### src/rtl/gate_test_sequencer.sv
// Clocked exhaustive stimulus/check sequencer for small combinational gates.
// Walks every input vector, holds it SETTLE cycles, then compares dut_out to EXPECT.
module gate_test_sequencer #(
  parameter int                      N_IN   = 3,
  parameter int                      SETTLE = 2,
  parameter logic [(1<<N_IN)-1:0]    EXPECT = 8'h7F
) (
  input  logic            clk,
  input  logic            rst_n,
  input  logic            start,
  input  logic            dut_out,
  output logic [N_IN-1:0] dut_in,
  output logic            busy,
  output logic            done,
  output logic            pass,
  output logic [N_IN:0]   err_cnt,
  output logic [N_IN-1:0] fail_vec
);

  localparam logic [N_IN-1:0] LAST    = '1;
  localparam logic [N_IN:0]   ERR_MAX = (N_IN+1)'(1 << N_IN);
  localparam logic [3:0]      SET_M1  = 4'(SETTLE - 1);

  typedef enum logic [1:0] {IDLE, APPLY, CHECK} state_t;

  state_t          state_q, state_d;
  logic [3:0]      cnt_q, cnt_d;
  logic [N_IN-1:0] dut_in_d, fail_vec_d;
  logic [N_IN:0]   err_cnt_d;
  logic            busy_d, done_d, pass_d, mis;

  always_comb begin
    state_d    = state_q;
    cnt_d      = cnt_q;
    dut_in_d   = dut_in;
    fail_vec_d = fail_vec;
    err_cnt_d  = err_cnt;
    busy_d     = busy;
    done_d     = 1'b0;
    pass_d     = pass;
    mis        = 1'b0;
    case (state_q)
      IDLE: begin
        if (start) begin
          dut_in_d   = '0;
          err_cnt_d  = '0;
          fail_vec_d = '0;
          cnt_d      = '0;
          busy_d     = 1'b1;
          state_d    = APPLY;
        end
      end
      APPLY: begin
        cnt_d = cnt_q + 4'd1;
        if (cnt_q == SET_M1) state_d = CHECK;
      end
      CHECK: begin
        mis = (dut_out != EXPECT[dut_in]);
        if (mis && err_cnt != ERR_MAX) err_cnt_d = err_cnt + 1'b1;
        if (mis && err_cnt == '0) fail_vec_d = dut_in;
        if (dut_in != LAST) begin
          dut_in_d = dut_in + 1'b1;
          cnt_d    = '0;
          state_d  = APPLY;
        end else begin
          // pass must see the final vector's mismatch, so use the next count
          busy_d  = 1'b0;
          done_d  = 1'b1;
          pass_d  = (err_cnt_d == '0);
          state_d = IDLE;
        end
      end
      default: state_d = IDLE;
    endcase
  end

  always_ff @(posedge clk or negedge rst_n) begin
    if (!rst_n) begin
      state_q  <= IDLE;
      cnt_q    <= '0;
      dut_in   <= '0;
      fail_vec <= '0;
      err_cnt  <= '0;
      busy     <= 1'b0;
      done     <= 1'b0;
      pass     <= 1'b0;
    end else begin
      state_q  <= state_d;
      cnt_q    <= cnt_d;
      dut_in   <= dut_in_d;
      fail_vec <= fail_vec_d;
      err_cnt  <= err_cnt_d;
      busy     <= busy_d;
      done     <= done_d;
      pass     <= pass_d;
    end
  end

endmodule

### config.mk
export PLATFORM = sky130hd
export DESIGN_NAME = gate_test_sequencer
export DESIGN_NICKNAME = d
export VERILOG_FILES = /design/src/rtl/gate_test_sequencer.sv
export SDC_FILE = /design/constraint.sdc
export NUM_CORES = 1
export LEC_CHECK = 0
export CAP_MARGIN = 20
export CORE_MARGIN = 3
export CORE_UTILIZATION = 56
export CTS_CLUSTER_DIAMETER = 200
export DETAILED_ROUTE_END_ITERATION = 8
export GPL_TIMING_DRIVEN = 1
export PLACE_DENSITY = 0.83
export SLEW_MARGIN = 10
export SYNTH_ARGS = -nofsm -noshare
export SYNTH_HDL_FRONTEND = slang
export SYNTH_SLANG_ARGS = --single-unit
### constraint.sdc
create_clock -name clk -period 3.5 [get_ports clk]
set_input_delay 0.35 -clock clk [delete_from_list [all_inputs] [get_ports clk]]
set_output_delay 0.35 -clock clk [all_outputs]
set_load 0.01 [all_outputs]
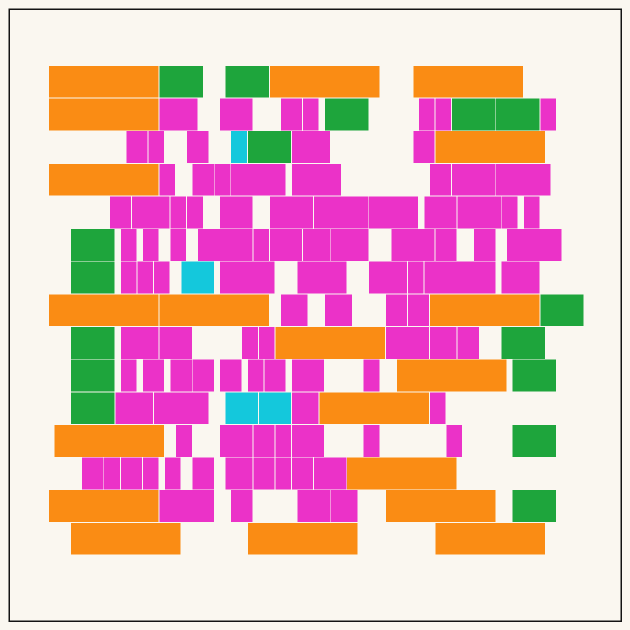
(cell classes on the final placement)
(12 px per um)
magenta -> combinational and other logic  # cells 99, share of their area 49%
green -> remaining buffers and delay cells  # cells 16, share of their area 12%
orange -> sequential cells  # cells 19, share of their area 37%
cyan -> clock drivers and dummy loads  # cells 4, share of their area 2.0%
area of the core: 0.001821 mm^2
post-route design area: 0.001326 mm^2
share of the final layout cell area in sequential cells: 35.85%
Rows: 15

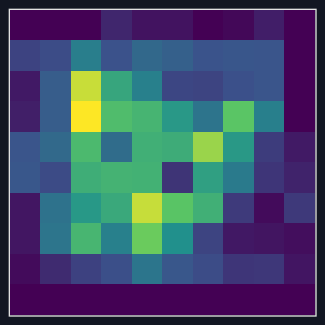
(signal metal coverage by tile)
(6 px per um) 10 x 10 tiles, from dark purple (low) to yellow (high), scaled to the fullest tile. Values are wire area over tile area, all layers added.
emptiest ninth of the die = south-east
fullest tile = 0.49
tiles over half the peak = 23%
WL per Instance: 14.20 um
total via count in the routed design: 963
gr usage total: 20.92%

==> COMMIT_EDITMSG <==
Store results of the implementation flow

* Length of routed met3 wiring: 102 um
- Internal power comes to 0.0004523 W.
- Syn nets: 132
- The placement summary gives the final routability congestion estimate as 0.8869.
- The synthesized netlist devotes 22.09% of its cell area to compound gates.
- GRT overflow: 0
- Measured on the finished design, the core utilization comes to 72.85%.
* Sequential fraction of the synthesis area: 42.18%
- The flow reports that combinational logic draws 39.1% of the design power.
- RSZ-0062 raised after global routing: no
* Wire length the detailed router placed on met1: 1.086 mm
- Count of instantiated cells in the yosys netlist: 121
- The number of gates resized after CTS was 0.
- Boundary pin count: 17
* Post-DP HPWL: 1.711 mm
- CTS added clock buffers totalling 3.
* Delay of the slowest critical-path stage: 0.48 ns
- The via count of the first global-routing pass came to 926.
- Most used DFF post-synth: dfrtp_1
* Final total negative setup slack: 0 ns
* Routing usage on met1: 29.01%
- Worst-case headroom to the max-slew limit: 44.39%
- Count of yosys warnings during synthesis: 0
* Detail-routed via count per cell: 5.908
- Cts-stage hold buffer count: 0
- Initial standard-cell utilization of the core: 61.92%
* Number of nets in the final layout: 150
- Number of clock sinks: 19
- The global router reports that the layer with the highest usage is met2.
- Per the CTS log, the buffer count on the longest clock path is 2.
- CP cell instances: ha_1 -> and3b_1 -> or3_4 -> mux2i_1 -> o41ai_2
- Per the timing report, the biggest fanout along the worst path comes to 7.
- Layout cells sized above 1: 6.522%
- The final timing report lists a hold violation count of 0.
- Static power due to leakage: 0.5698 nW
- Cell chosen for the clock root: clkbuf_4
* Distinct lib cells: 34
- In the detailed route, the total length drawn on met2 is 1.111 mm.
- Chip area in the Yosys report: 0.001127 mm^2
- First-pass iteration count of the detailed router: 4
- Count of flip-flops with a built-in enable after synthesis: 0
- Yosys instantiated no cell more often than dfrtp_1.
- In the synthesized netlist the async set-or-reset flop fraction comes to 100.0%.
- Synthesized instance count: 121
- The critical path is of the register to register type.
- The clock network accounts for 14.0% of the total power.
* Number of remaining DRC errors: 0
- Top logic cell family in the synthesized netlist: AND-OR/OR-AND gates
- Count of warning messages emitted by the tools: 29
* Seq pwr share: 47.0%
* Synth area leaders: dfrtp_1, ha_1, nand2_1
* 1st-iter DRT viols: 16
- Data arrival at the endpoint of the critical path: 2.06 ns
* Fmax: 539.0 MHz
* Commonest non-fill, non-tap cells in the layout: dfrtp_1, nand2_1, clkdlybuf4s50_1
* Hold WC Path Type: register to register
* Multiplexer share of the synthesized area: 2.664%
- Slew at the pin with the worst max-slew slack: 0.8316 ns
* List of most frequent post-synthesis cells: dfrtp_1, nand2_1, inv_1, o21ai_0, o21ai_1
- On the reported timing paths, the clock transition at the registers reads 0.11 ns.
- Share of the synthesized netlist area taken by xor and xnor gates: 1.554%
* Post-route clock period utilization: 53.01%
- In this run, the synthesized area fraction spent on adder and majority cells is recorded as 7.769%.
- Insertion delay of the later-clocked pin in the worst-skew pair: 0.29 ns
- Startpoint Class: register
* Layout Skew: 0.01261 ns
* Run status: finished, final reports clean
- Counting the fill cells in the layout gives 143.
- Met2 Track Usage GR: 34.78%
- Global-route wire length before repair: 4.112 mm
* Post-synthesis instance area: 0.001127 mm^2
- Slowest stage cell on the critical path: dfrtp_1
- Buffers added to address setup during post-CTS repair amount to 0.
- For this run, the script counts the antenna cells in the layout as 0.
* Top layer in use: met4
- The report lists the power per cell area as 594.0 mW/mm^2.
- Summing all placed instances gives a cell area of 0.001300 mm^2.
- Entering global routing, the biggest net connects 20 pins.
- The timing report gives the worst reg2reg path a setup slack of 1.64 ns.
* Average cell area after synthesis: 9.317 um^2
- Sw power: 0.0003354 W
* Synth area leader: dfrtp_1
* TritonCTS clock tree: yes
- Among logic cells in the layout, the one with the most instances is dfrtp_1.
* Setup violators final: 0
- Die Size: 0.002587 mm^2
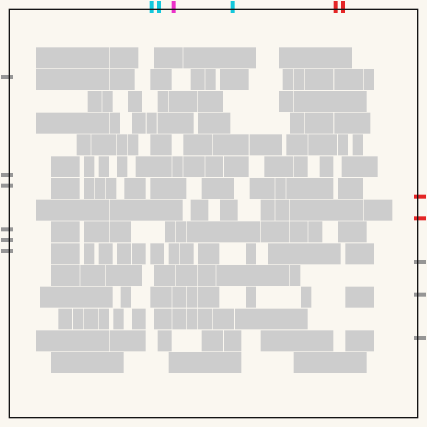
(I/O pins on the die edge)
(8 px per um) Pins as bars across the die edge, other pins in grey.
cyan -> `dut_in`  # pins 3, direction output, edge north
red -> `err_cnt`  # pins 4, direction output, edge 2 north, 2 east
magenta -> `dut_out`  # pins 1, direction input, edge north
all pins by edge = 6 west, 6 north, 5 east
DIE HEIGHT: 50.87 um
number of port buffers: 16
horizontal die dimension: 50.87 um

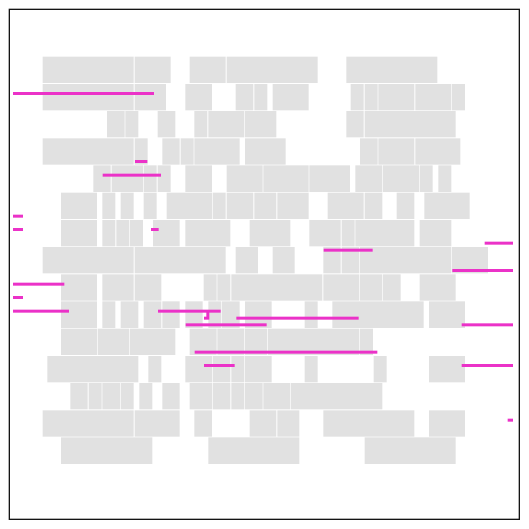
(the metal 3 layer)
(10 px per um)
share of all routed wire = 4.4%
longest straight run = 17.9 um
main direction = horizontal
nets with wire on the layer = 18
detailed-route wire length: 2.314 mm
met3 Track Usage GR: 2.624%

## through the flow
step           cells  setup slack, ns  hold WS (ns)
2_1_floorplan    121            1.721       0.05441
3_3_place_gp     159            1.596        0.4714
3_5_place_dp     159            1.576        0.4904
4_1_cts          163            1.659        0.5054
5_1_grt          163            1.552        0.5273
6_report         163            1.645        0.5017
## flip-flops by register name, summed over array words and instances (netlist names)
register and cells:
pass 1, busy 1, fail_vec 3, state_q 2, err_cnt 4, cnt_q 4
done 1, dut_in 3
## power groups by stage
stage | registers [W] | clock network [W] | logic, W
4_1_cts | 0.000367 | 0.000114 | 0.000310
3_3_place_gp | 0.000366 | 0 | 0.000295
5_1_grt | 0.000381 | 0.000126 | 0.000348
3_5_place_dp | 0.000372 | 0 | 0.000307
6_report | 0.000370 | 0.000110 | 0.000308
2_1_floorplan | 0.000339 | 0 | 0.000223
## final timing paths
check,start,endpoint,depth (start not counted)
setup / recovery,dut_in[0],pass,5
hold / removal,cnt_q[3],cnt_q[3],1
setup reg to reg,dut_in[0],pass,5
hold reg to reg,cnt_q[3],cnt_q[3],1
max in group asynchronous,rst_n,err_cnt[2],1
min in group asynchronous,rst_n,err_cnt[1],1
## worst max-delay path: cells and delay by family, from the launching register on
| family | cells | cell delay (ns) |
|---|---|---|
| muxes | 1 | 0.14 |
| adders and majority gates | 1 | 0.26 |
| and+or+nand+nor | 2 | 0.69 |
| DFF | 1 | 0.48 |
| AOI/OAI and AO/OA | 1 | 0.19 |
## final cells by class
class	count	area [um^2]	area share, %
clock buffers	4	26.28	1.981
inverters	10	37.54	2.830
repair buffers	16	160.2	12.08
flip-flops and latches	19	475.5	35.85
multi-input cells	89	595.6	44.91
well taps	25	31.28	2.358
Power figures rest on the tool's default switching activity, not on a simulated workload.
